<file path="config.mk">
export PLATFORM = sky130hd
export DESIGN_NAME = clk_div_bank
export DESIGN_NICKNAME = d
export VERILOG_FILES = /design/src/rtl/clk_div_defs_pkg.sv /design/src/rtl/clk_div_chan.sv /design/src/rtl/clk_div_bank.sv
export SDC_FILE = /design/constraint.sdc
export NUM_CORES = 1
export LEC_CHECK = 0
export CAP_MARGIN = 5
export CORE_MARGIN = 2
export CORE_UTILIZATION = 40
export CTS_CLUSTER_DIAMETER = 200
export DETAILED_ROUTE_END_ITERATION = 7
export GPL_TIMING_DRIVEN = 0
export PLACE_DENSITY = 0.64
export SLEW_MARGIN = 0
export SYNTH_ARGS = -nofsm -noshare
export SYNTH_HDL_FRONTEND = slang
export SYNTH_SLANG_ARGS = --single-unit
</file>
<file path="constraint.sdc">
create_clock -name i_CLK -period 5.3 [get_ports i_CLK]
set_input_delay 1.59 -clock i_CLK [delete_from_list [all_inputs] [get_ports i_CLK]]
set_output_delay 1.59 -clock i_CLK [all_outputs]
set_load 0.01 [all_outputs]
</file>
<file path="src/rtl/clk_div_defs_pkg.sv">
// clk_div_defs: shared constants, types and helpers for the clock-divider bank.
//   DIV_W_DFLT   - default divisor width (max period 2^DIV_W-1 input cycles)
//   DEF_DIV_DFLT - default reset divisor (1 ms at 100 MHz)
//   CH_IDX_W     - width of the channel-index field on the write port
//   calc_neff    - effective divisor, max(N,1)
//   calc_hi      - high-phase length, ceil(Neff/2)
package clk_div_defs;

    localparam int DIV_W_DFLT   = 27;
    localparam int DEF_DIV_DFLT = 100000;
    localparam int CH_IDX_W     = 4;

    // Helpers work at a fixed 32-bit width so any DIV_W up to 32 can use them.
    localparam int CALC_W = 32;

    typedef enum logic {
        CH_IDLE,
        CH_RUN
    } ch_state_t;

    // A divisor of zero behaves like one: a tick every cycle.
    function automatic logic [CALC_W-1:0] calc_neff(input logic [CALC_W-1:0] n);
        return (n == '0) ? CALC_W'(1) : n;
    endfunction

    // High phase takes the extra cycle on odd divisors.
    function automatic logic [CALC_W-1:0] calc_hi(input logic [CALC_W-1:0] neff);
        return neff - (neff >> 1);
    endfunction

endpackage

</file>
<file path="src/rtl/clk_div_chan.sv">
// clk_div_chan: one divider channel (counter, active divisor, shadow divisor,
// pending flag and registered outputs).
//   i_CLK, i_RST_N - clock, async active-low reset
//   i_EN           - run enable (level)
//   i_SYNC         - restart phase (enabled channels only)
//   i_WR, i_WR_DIV - divisor write strobe for this channel and new divisor
//   o_CLK, o_TICK  - divided square wave, one-cycle period-start strobe
//   o_PEND         - a written divisor waits for the next period boundary
module clk_div_chan
    import clk_div_defs::*;
#(
    parameter int DIV_W   = DIV_W_DFLT,
    parameter int DEF_DIV = DEF_DIV_DFLT
) (
    input  logic             i_CLK,
    input  logic             i_RST_N,
    input  logic             i_EN,
    input  logic             i_SYNC,
    input  logic             i_WR,
    input  logic [DIV_W-1:0] i_WR_DIV,
    output logic             o_CLK,
    output logic             o_TICK,
    output logic             o_PEND
);

    ch_state_t        state_reg,  state_next;
    logic [DIV_W-1:0] cnt_reg,    cnt_next;
    logic [DIV_W-1:0] div_reg,    div_next;
    logic [DIV_W-1:0] shadow_reg, shadow_next;
    logic             pend_reg,   pend_next;
    logic             clk_reg,    clk_next;
    logic             tick_reg,   tick_next;

    logic [DIV_W-1:0] neff;
    logic [DIV_W-1:0] hi;
    logic             wrap;
    logic [DIV_W-1:0] cnt_inc;

    assign neff    = DIV_W'(calc_neff(CALC_W'(div_reg)));
    assign hi      = DIV_W'(calc_hi(CALC_W'(neff)));
    assign wrap    = (cnt_reg == neff - DIV_W'(1));
    assign cnt_inc = wrap ? '0 : cnt_reg + DIV_W'(1);

    always_ff @(posedge i_CLK or negedge i_RST_N) begin
        if (!i_RST_N) begin
            state_reg  <= CH_IDLE;
            cnt_reg    <= '0;
            div_reg    <= DIV_W'(DEF_DIV);
            shadow_reg <= DIV_W'(DEF_DIV);
            pend_reg   <= 1'b0;
            clk_reg    <= 1'b0;
            tick_reg   <= 1'b0;
        end else begin
            state_reg  <= state_next;
            cnt_reg    <= cnt_next;
            div_reg    <= div_next;
            shadow_reg <= shadow_next;
            pend_reg   <= pend_next;
            clk_reg    <= clk_next;
            tick_reg   <= tick_next;
        end
    end

    always_comb begin
        state_next  = state_reg;
        cnt_next    = cnt_reg;
        div_next    = div_reg;
        shadow_next = shadow_reg;
        pend_next   = pend_reg;
        clk_next    = clk_reg;
        tick_next   = tick_reg;

        if (!i_EN) begin
            // Idle: outputs low; anything pending is committed, and new
            // writes take effect at once since there is no period to protect.
            state_next = CH_IDLE;
            cnt_next   = '0;
            clk_next   = 1'b0;
            tick_next  = 1'b0;
            pend_next  = 1'b0;
            if (pend_reg) begin
                div_next = shadow_reg;
            end
            if (i_WR) begin
                shadow_next = i_WR_DIV;
                div_next    = i_WR_DIV;
            end
        end else if (state_reg == CH_IDLE || i_SYNC) begin
            // Start of a fresh period. The commit uses the shadow as it was
            // before this edge, so a coincident write stays pending.
            state_next = CH_RUN;
            cnt_next   = '0;
            clk_next   = 1'b1;
            tick_next  = 1'b1;
            pend_next  = 1'b0;
            if (pend_reg) begin
                div_next = shadow_reg;
            end
            if (i_WR) begin
                shadow_next = i_WR_DIV;
                pend_next   = 1'b1;
            end
        end else begin
            cnt_next  = cnt_inc;
            tick_next = (cnt_inc == '0);
            clk_next  = (cnt_inc < hi);
            // Divisor swaps only at the wrap so no period is ever truncated.
            if (wrap && pend_reg) begin
                div_next  = shadow_reg;
                pend_next = 1'b0;
            end
            if (i_WR) begin
                shadow_next = i_WR_DIV;
                pend_next   = 1'b1;
            end
        end
    end

    assign o_CLK  = clk_reg;
    assign o_TICK = tick_reg;
    assign o_PEND = pend_reg;

endmodule

</file>
<file path="src/rtl/clk_div_bank.sv">
// clk_div_bank: NUM_CH independent runtime-programmable clock dividers.
//   i_CLK, i_RST_N          - clock, async active-low reset
//   i_EN[NUM_CH]            - per-channel run enable
//   i_SYNC                  - restart phase of all enabled channels
//   i_WR, i_WR_CH, i_WR_DIV - divisor write (out-of-range channel ignored)
//   o_CLK, o_TICK, o_PEND   - per-channel square wave, tick strobe, pending flag
module clk_div_bank
    import clk_div_defs::*;
#(
    parameter int NUM_CH  = 4,
    parameter int DIV_W   = DIV_W_DFLT,
    parameter int DEF_DIV = DEF_DIV_DFLT
) (
    input  logic                i_CLK,
    input  logic                i_RST_N,
    input  logic [NUM_CH-1:0]   i_EN,
    input  logic                i_SYNC,
    input  logic                i_WR,
    input  logic [CH_IDX_W-1:0] i_WR_CH,
    input  logic [DIV_W-1:0]    i_WR_DIV,
    output logic [NUM_CH-1:0]   o_CLK,
    output logic [NUM_CH-1:0]   o_TICK,
    output logic [NUM_CH-1:0]   o_PEND
);

    logic [NUM_CH-1:0] wr_en;

    genvar gi;
    generate
        for (gi = 0; gi < NUM_CH; gi++) begin : g_chan
            // Indices at or above NUM_CH match no channel, so such writes drop.
            assign wr_en[gi] = i_WR && (i_WR_CH == CH_IDX_W'(gi));

            clk_div_chan #(
                .DIV_W   (DIV_W),
                .DEF_DIV (DEF_DIV)
            ) u_chan (
                .i_CLK    (i_CLK),
                .i_RST_N  (i_RST_N),
                .i_EN     (i_EN[gi]),
                .i_SYNC   (i_SYNC),
                .i_WR     (wr_en[gi]),
                .i_WR_DIV (i_WR_DIV),
                .o_CLK    (o_CLK[gi]),
                .o_TICK   (o_TICK[gi]),
                .o_PEND   (o_PEND[gi])
            );
        end
    endgenerate

endmodule

</file>
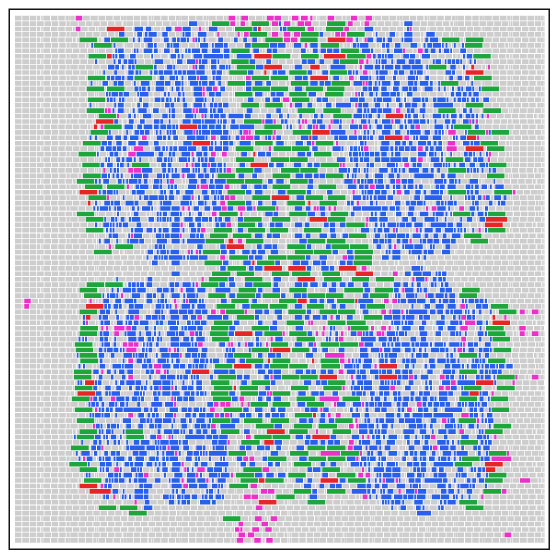
*Cell classes on the final placement, run 1*
Scale: 2 px per um. Fill, decap, tap and diode cells in grey.
- blue: all other logic (cells 2620; share of their area 61%)
- magenta: other buffers and delay cells (cells 384; share of their area 7.6%)
- red: clock drivers and dummy loads (cells 70; share of their area 4.1%)
- green: flip-flops (cells 340; share of their area 27%)
area of the core: 69900 um2
Final Util: 0.473
Core Rows: 97
flop share of the area: 0.260

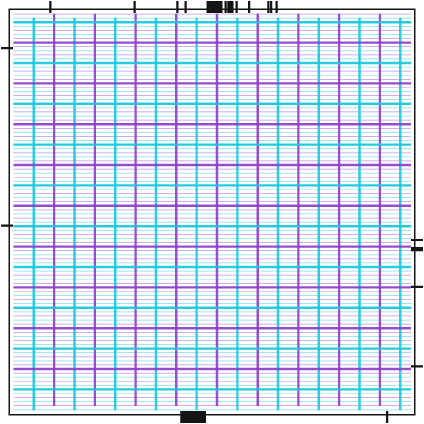
*Power grid, run 1*
Scale: 1.5 px per um. Pins as bars on the die edge.
- cyan: VSS
- purple: VDD
- met5 straps: 19
- met4 straps: 19
- met1 rails: 98
- signal pins: 51
Die W: 269 um
Peak VDD IR: 0.000212 V
Chip Height: 269 um

==> out/metrics.yaml, run 1 <==
ff_type: "dfrtp_1"
drv_cap: 0
firstDrtPassIters: 5
relSlewSlack: 0.126
cts_tree: "built"
gp_congestion: 0.912
grt_start_max_net_pins: 83
inv_count: 214
drt-wirelength-per-cell_um: 17.6
grt_antenna_before_repair: 0
ctsLongestPathBuffers: 3
grtUsageMet3: 0.0242
numClockSinks: 340
dieArea_um2: 72500
nNetsFinal: 3747
hp-start: "g_chan[0].u_chan.div_reg[7]$_DFFE_PN1P_"
clock_cell_area_share: 0.0395
hold_viol_final: 0
rsz0062_at_grt: "yes"
met3_length_mm: 3.05
multiInputGateArea_um2: 18800
hold_ws_ns: 0.495
ant_nets: 0
dpl.cell_count: 4174
outcome: "finished, final reports clean"
path_max_fanout: 6
route.met2.wl_mm: 35.6
synth_cell_types: 85
synth_area_um2: 28100
cellPowerDensity_nw_per_um2: 507
hpwlAfterDp_mm: 58.4
num_vias: 23400
maxSlewViolCount: 0
clock.fmax_ghz: 0.190
root_buffer: "clkbuf_16"
drtIter0Drc: 1519
top_cell: "nor2_1"
warnings: 136
totalWireLength_mm: 76.4
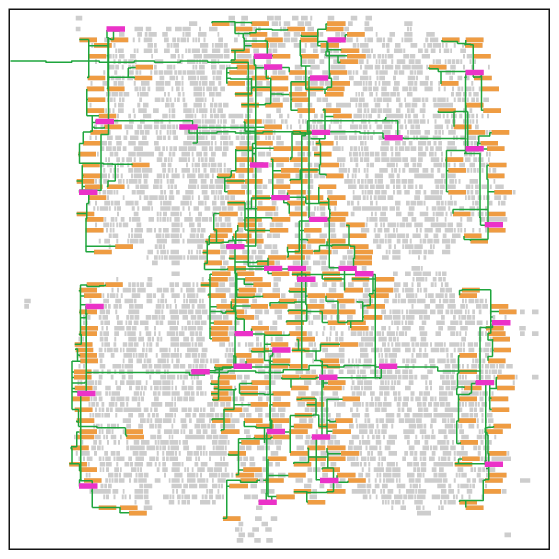
*Clock wires, drivers and flops, run 1*
Scale: 2 px per um.
- magenta: cells driving clock nets (count 38)
- green: clock wires (length 4930 um)
- orange: flip-flops (count 340)
- routed clock nets: 39
clock-net power: 2.78 mW
Setup Skew: 0.0115 ns
Clk pwr share: 0.166
clock latency on the worst-skew pair: 0.57 ns

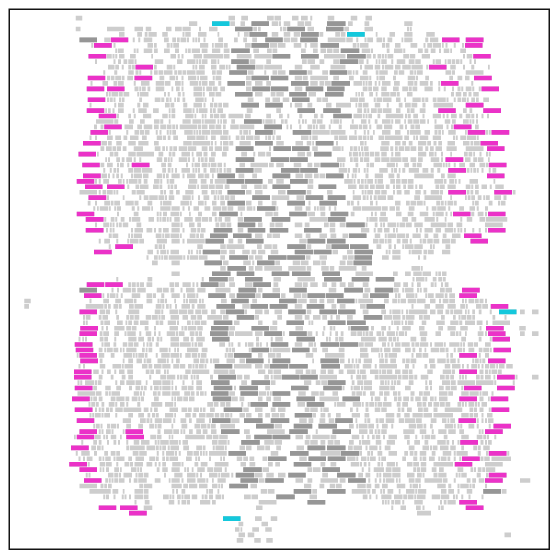
*Register map, names as in the netlist, run 1*
Scale: 2 px per um. Other sequential cells in the stronger grey, the rest of the logic in the fainter grey.
- cyan: g_chan.u_chan.o_TICK (flops 4)
- magenta: g_chan.u_chan.cnt_reg (flops 108; where widely spread)
- not coloured: 228
Flop+latch power: 3.96 mW
FF/Latch Area: 8610 um2

-- run 1: cells by family after synthesis --
logic type	synth area share
XOR/XNOR	0.110
AND/OR/NAND/NOR	0.168
buffers and inverters	0.0610
flip-flops	0.304
AND-OR/OR-AND	0.165
multiplexers	0.0473
adder cells (fa/ha/maj)	0.145
-- run 1: worst max path at each step --
| stage | start | endpoint | slack, ns | depth (start not counted) |
|---|---|---|---|---|
| global placement | i_RST_N | g_chan[0].u_chan.o_CLK$_DFF_PN0_ | -12.56 | 1 |
| finish | g_chan[1].u_chan.div_reg[15]$_DFFE_PN1P_ | g_chan[1].u_chan.o_CLK$_DFF_PN0_ | 0.04 | 26 |
| CTS | g_chan[1].u_chan.div_reg[13]$_DFFE_PN0P_ | g_chan[1].u_chan.o_CLK$_DFF_PN0_ | -0.04 | 27 |
| detailed placement | g_chan[3].u_chan.div_reg[3]$_DFFE_PN0P_ | g_chan[3].u_chan.o_CLK$_DFF_PN0_ | -1.51 | 24 |
| floorplan | g_chan[2].u_chan.div_reg[20]$_DFFE_PN0P_ | g_chan[2].u_chan.o_CLK$_DFF_PN0_ | 0.09 | 27 |
| global route | g_chan[1].u_chan.div_reg[5]$_DFFE_PN1P_ | g_chan[1].u_chan.o_CLK$_DFF_PN0_ | -0.28 | 27 |
-- run 1: cells in the final DEF (no fill, tap or decap), drive strengths merged, types with 49 or more instances in the layout --
cell,count
o21ai,82
a22oi,112
nor3,49
buf,155
dfrtp,292
nand2,99
mux2,111
ha,320
a21oi,111
inv,214
nand3,90
nor2,409
nand4,70
clkbuf,240
xor2,136
xnor2,217
o2bb2ai,109
-- run 1: power breakdown --
part           internal (mW)  switching, mW  total (mW)
combinational           4.59           5.45        10.0
clock                   1.66           1.12        2.78
sequential              3.24          0.721        3.96
total                   9.48           7.29        16.8
### Routing congestion map, run 1

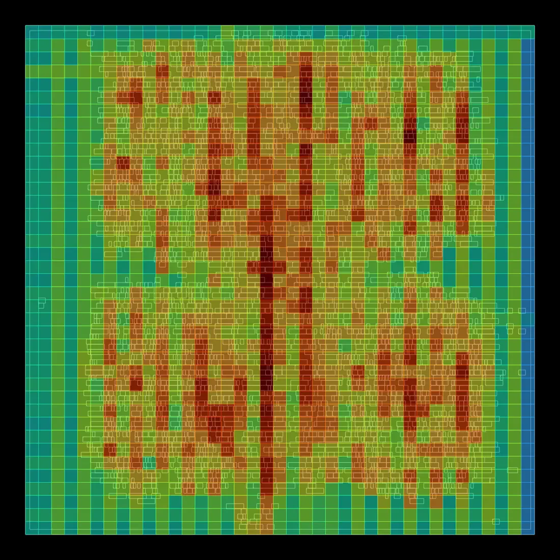

==> inputs of run 2 (changes only) <==
--- a/config.mk
+++ b/config.mk
@@ -10,8 +10,9 @@
 export CORE_UTILIZATION = 40
 export CTS_CLUSTER_DIAMETER = 200
 export DETAILED_ROUTE_END_ITERATION = 7
+export DONT_BUFFER_PORTS = 1
 export GPL_TIMING_DRIVEN = 0
-export PLACE_DENSITY = 0.64
+export PLACE_DENSITY = 0.63
 export SLEW_MARGIN = 0
 export SYNTH_ARGS = -nofsm -noshare
 export SYNTH_HDL_FRONTEND = slang
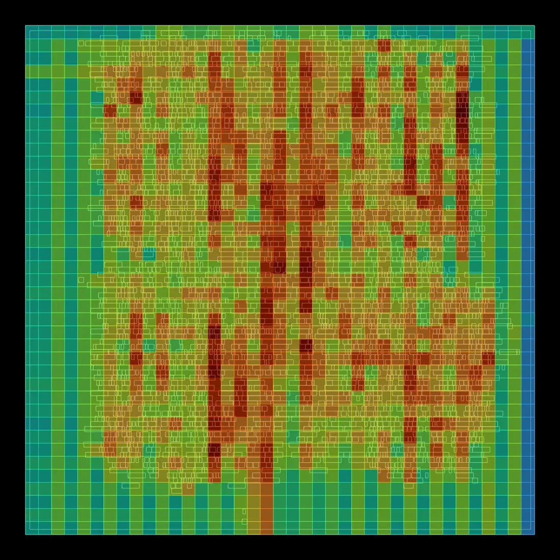
*Routing congestion map, run 2*
met1 Track Usage GR: 0.270
Final Util: 0.462
Global Route Usage Sum: 0.203
met3 usage: 0.0217

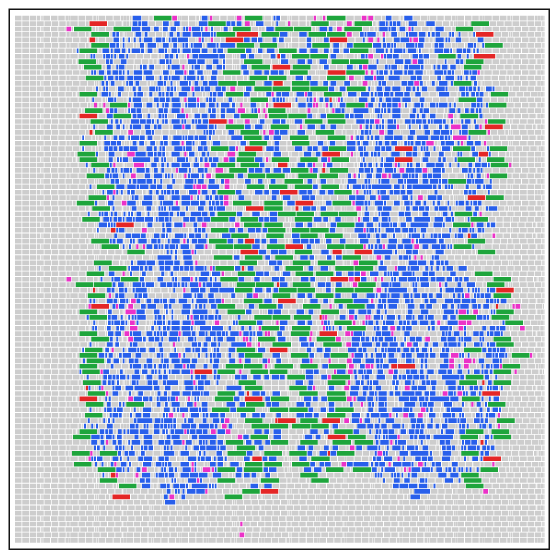
*Cell classes on the final placement, run 2*
Scale: 2 px per um. Fill, decap, tap and diode cells in grey.
- green: flip-flops (cells 340; share of their area 28%)
- magenta: other buffers and delay cells (cells 317; share of their area 5.5%)
- blue: all other logic (cells 2620; share of their area 63%)
- red: clock drivers and dummy loads (cells 69; share of their area 4.0%)
Final Cell Area: 32300 um2
flop share of the area: 0.267

==> run 2 against run 1 <==
Compared with the run above:
- fmax fell by 0.35%
- setup slack worse by 0.019 ns
- register-to-register slack worse by 0.02 ns
- critical path depth increased by 1
- sequential power about the same
- critical path type unchanged
- critical endpoint unchanged
- largest cell class unchanged
- largest power group unchanged
==> out/metrics.yaml, run 2 <==
synth_cell_types: 85  # unchanged
gp_congestion: 0.883  # was 0.912
firstDrtPassIters: 5  # unchanged
ctsLongestPathBuffers: 3  # unchanged
path_max_fanout: 3  # was 6
hold_viol_final: 0  # unchanged
xor_share: 0.110  # unchanged
hpwlAfterDp_mm: 57.0  # was 58.4 mm
regArea_um2: 8610  # about the same
cellPowerDensity_nw_per_um2: 509  # was 507 nW/um2
clock_latency_ns: 0.57  # about the same
core_area_um2: 69900  # unchanged
multiInputGateArea_um2: 18700  # was 18800 um2
grt_start_max_net_pins: 341  # was 83
clock.fmax_ghz: 0.189  # was 0.190 GHz
synth_area_um2: 28100  # unchanged
die_y_um: 269  # unchanged
mux_share: 0.0473  # unchanged
relSlewSlack: 0.254  # was 0.126
drtIter0Drc: 1384  # was 1519
core.rowCount: 97  # unchanged
maxSlewViolCount: 0  # unchanged
route.met2.wl_mm: 34.8  # was 35.6 mm
adder_share: 0.145  # unchanged
totalWireLength_mm: 75.3  # was 76.4 mm
numClockSinks: 340  # unchanged
ant_nets: 0  # unchanged
outcome: "finished, final reports clean"  # unchanged
inv_count: 214  # unchanged
rsz0062_at_grt: "yes"  # unchanged
dpl.cell_count: 4124  # was 4174
die_x_um: 269  # unchanged
cts_tree: "built"  # unchanged
clock_cell_area_share: 0.0381  # was 0.0395
drt-wirelength-per-cell_um: 17.6  # about the same
max-vdd-ir-drop_v: 0.000228  # was 0.000212 V
top_logic_kind: "simple AND/OR/NAND/NOR gates"  # unchanged
root_buffer: "clkbuf_16"  # unchanged
final_common_cell: "nor2_1"  # unchanged
hold_ws_ns: 0.501  # was 0.495 ns
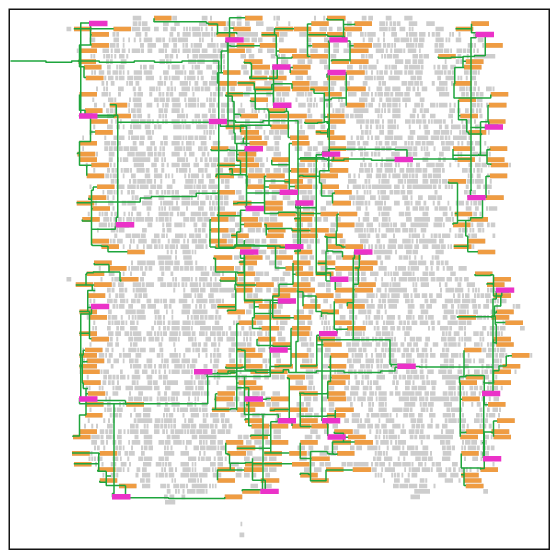
*Clock wires, drivers and flops, run 2*
Scale: 2 px per um.
- magenta: cells driving clock nets (count 38)
- orange: flip-flops (count 340)
- green: clock wires (length 5090 um)
- flops lie: widely spread
- routed clock nets: 39
Clk pwr share: 0.163
Setup Skew: 0.0233 ns

run 2: cell counts after synthesis:
No cell type changed its count.
run 2: where the power goes:
part	switching, mW	internal (mW)	total, mW
registers	0.693	3.24	3.93
clock network	1.13	1.54	2.67
logic	5.31	4.53	9.84
total	7.14	9.31	16.4
run 2: final timing paths:
kind                                                                  to  cells after the start                                      from
worst max-delay path                    g_chan[1].u_chan.o_CLK$_DFF_PN0_                     27  g_chan[1].u_chan.div_reg[25]$_DFFE_PN0P_
worst min-delay path             g_chan[0].u_chan.div_reg[7]$_DFFE_PN1P_                      1   g_chan[0].u_chan.div_reg[7]$_DFFE_PN1P_
worst max register to register          g_chan[1].u_chan.o_CLK$_DFF_PN0_                     27  g_chan[1].u_chan.div_reg[25]$_DFFE_PN0P_
worst min register to register   g_chan[0].u_chan.div_reg[7]$_DFFE_PN1P_                      1   g_chan[0].u_chan.div_reg[7]$_DFFE_PN1P_
max in group asynchronous       g_chan[0].u_chan.div_reg[25]$_DFFE_PN0P_                      0                                   i_RST_N
min in group asynchronous          g_chan[2].u_chan.cnt_reg[4]$_DFF_PN0_                      0                                   i_RST_N
run 2: through the flow:
| stage | TNS [ns] | utilization | instance area (um2) |
|---|---|---|---|
| after floorplan | 0 | - | 28100 |
| after global placement | -4.99 | 0.419 | 29300 |
| after detailed placement | -5.09 | 0.420 | 29300 |
| after CTS | -0.0263 | 0.450 | 31500 |
| after global routing | -0.375 | 0.462 | 32300 |
| final | 0 | 0.462 | 32300 |
run 2: repair_timing:
action | in CTS | in global routing
gates resized | 135 | 110
pin swaps | 66 | 116
endpoints found under the setup margin | 4 | 8
hold buffers | 0 | 0
buffers inserted | 53 | 42
==> inputs of run 3 (changes only) <==
--- a/config.mk
+++ b/config.mk
@@ -11,6 +11,7 @@
 export CTS_CLUSTER_DIAMETER = 200
 export DETAILED_ROUTE_END_ITERATION = 7
 export DONT_BUFFER_PORTS = 1
+export GPL_ROUTABILITY_DRIVEN = 0
 export GPL_TIMING_DRIVEN = 0
 export PLACE_DENSITY = 0.63
 export SLEW_MARGIN = 0
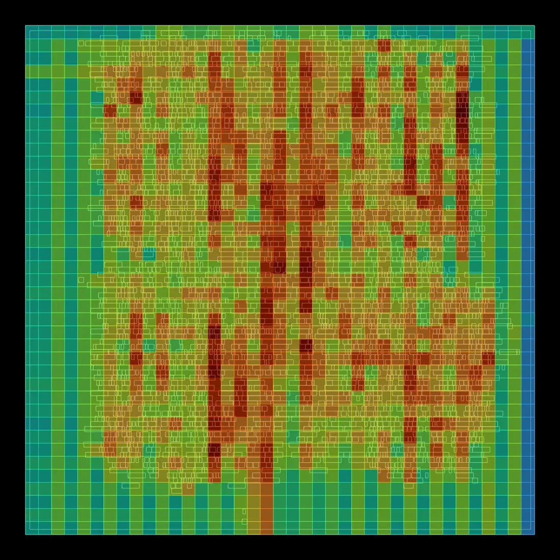
*Routing congestion map, run 3*
GR Layer Usage met2: 0.336
WL per Instance: 17.6 um
busiest grt layer: met2

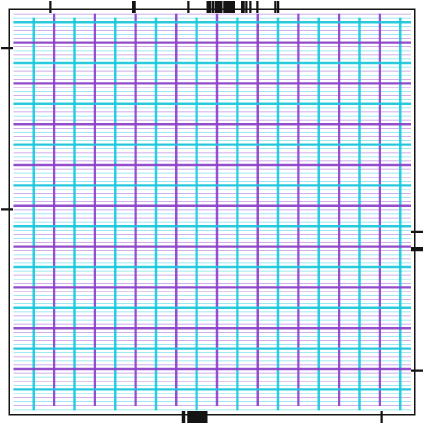
*Power grid, run 3*
Scale: 1.5 px per um. Pins as bars on the die edge.
- cyan: VSS
- purple: VDD
- met1 rails: 98
- signal pins: 51
- rows: 97
- met4 straps: 19
Peak VDD IR: 0.000228 V

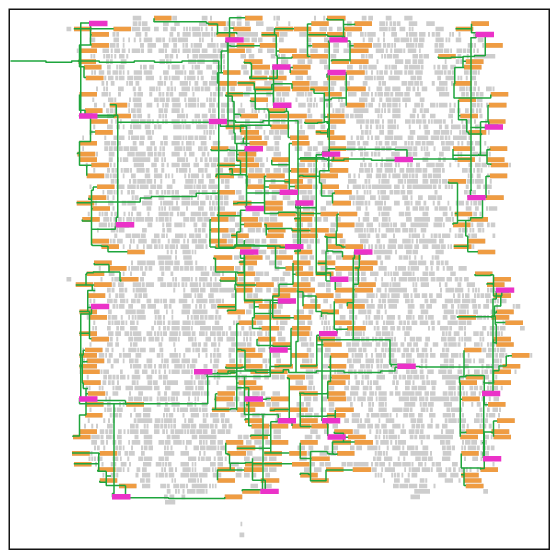
*Clock wires, drivers and flops, run 3*
Scale: 2 px per um.
- magenta: cells driving clock nets (count 38)
- green: clock wires (length 5090 um)
- orange: flip-flops (count 340)
- routed clock nets: 39
clock-net power: 2.67 mW

==> run 3 against run 2 <==
Compared with the run above:
- sequential share of layout area did not move
- first-iteration DRC count is the same
- design area stayed put
- non-clock buffer count unchanged
==> out/metrics.yaml, run 3 <==
maxSlewViolCount: 0  # unchanged
fp_nets: 3546  # unchanged
clock.fmax_ghz: 0.189  # unchanged
clock_latency_ns: 0.57  # about the same
final_common_cell: "nor2_1"  # unchanged
numClockSinks: 340  # unchanged
cts_tree: "built"  # unchanged
num_vias: 23000  # unchanged
switching_share: 0.434  # unchanged
totalNegativeSetupSlack_ns: 0  # unchanged
drtIter0Drc: 1384  # unchanged
synth_cell_types: 85  # unchanged
die_x_um: 269  # unchanged
nNetsFinal: 3680  # unchanged
hold_end: "g_chan[0].u_chan.div_reg[7]$_DFFE_PN1P_"  # unchanged
r2r_start: "g_chan[1].u_chan.div_reg[25]$_DFFE_PN0P_"  # unchanged
path_depth: 27  # unchanged
drv_cap: 0  # unchanged
clock_skew_ns: 0.0233  # unchanged
power_frac_seq: 0.239  # about the same
outcome: "finished, final reports clean"  # unchanged
core_area_um2: 69900  # unchanged
hp-start: "g_chan[0].u_chan.div_reg[7]$_DFFE_PN1P_"  # unchanged
final_cell_mix: "nor2_1 (399), ha_1 (308), dfrtp_1 (261)"  # unchanged
r2r_cells: 27  # unchanged
relSlewSlack: 0.254  # unchanged
top_cell: "nor2_1"  # unchanged
cellPowerDensity_nw_per_um2: 509  # unchanged
power_frac_clock: 0.163  # about the same
hold_viol_final: 0  # unchanged
hold_depth: 1  # unchanged
path_max_fanout: 3  # unchanged
ant_nets: 0  # unchanged
warnings: 138  # unchanged
totalWireLength_mm: 75.3  # unchanged
ctsLongestPathBuffers: 3  # unchanged
die_y_um: 269  # unchanged
r2r-end: "g_chan[1].u_chan.o_CLK$_DFF_PN0_"  # unchanged
grt_start_max_net_pins: 341  # unchanged
hold_ws_ns: 0.501  # unchanged
finish.utilization: 0.462  # unchanged
rsz0062_at_grt: "yes"  # unchanged
critPathCapture: "g_chan[1].u_chan.o_CLK$_DFF_PN0_"  # unchanged
switchingPower_mw: 7.14  # unchanged
dieArea_um2: 72500  # unchanged
firstDrtPassIters: 5  # unchanged
grt_util_met1: 0.270  # unchanged
synth_area_um2: 28100  # unchanged
multiInputGateArea_um2: 18700  # unchanged
stdcell_area_um2: 32300  # unchanged
-- run 3: cell counts in the layout (fill, tap and decap cells not counted) --
Identical to the previous run, type by type.
-- run 3: per-layer routing --
layer | part of all wire | up-vias
li1 | - | 11500
met1 | 0.45 | 10900
met2 | 0.46 | 432
met3 | 0.039 | 145
met4 | 0.045 | 0
met5 | 0 | -
-- run 3: what timing repair did --
action / 4_1_cts / 5_1_grt
gates resized: 135 / 110
pin swaps: 66 / 116
setup buffers: 53 / 42
setup endpoints to repair: 4 / 8
hold buffers: 0 / 0
-- run 3: final cells by class --
type	count	area share
sequential	340	0.267
inverter	214	0.0250
tap	940	0.0364
clock buffer	56	0.0341
timing repair buffer	97	0.0237
buffer	220	0.0298
multi-input combinational	2406	0.580
clock inverter	13	0.00407
-- run 3: cell families (layout without fill, tap and decap cells) --
group | Yosys count | count (layout) | synth area share
flip-flops | 340 | 340 | 0.304
AND-OR/OR-AND | 645 | 645 | 0.165
XOR/XNOR | 353 | 353 | 0.110
multiplexers | 119 | 119 | 0.0473
AND/OR/NAND/NOR | 965 | 965 | 0.168
buffers and inverters | 437 | 600 | 0.0610
adder cells (fa/ha/maj) | 324 | 324 | 0.145
-- run 3: power by group through the flow --
stage	sequential, mW	clock [mW]	combinational [mW]
after CTS	3.92	2.73	9.22
after floorplan	3.70	0	7.04
after detailed placement	3.96	0	8.72
final	3.93	2.67	9.84
after global placement	3.97	0	8.61
after global routing	4.02	2.83	11.1
-- run 3: through the flow --
stage               setup slack (ns)  power, mW  std cells
detailed placement             -1.48       12.7       4124
floorplan                     0.0890       10.7       3183
CTS                          -0.0226       15.9       4244
finish                        0.0183       16.4       4286
global placement               -1.48       12.6       4123
global route                  -0.247       17.9       4286
Power is estimated from default activity; no workload was simulated.
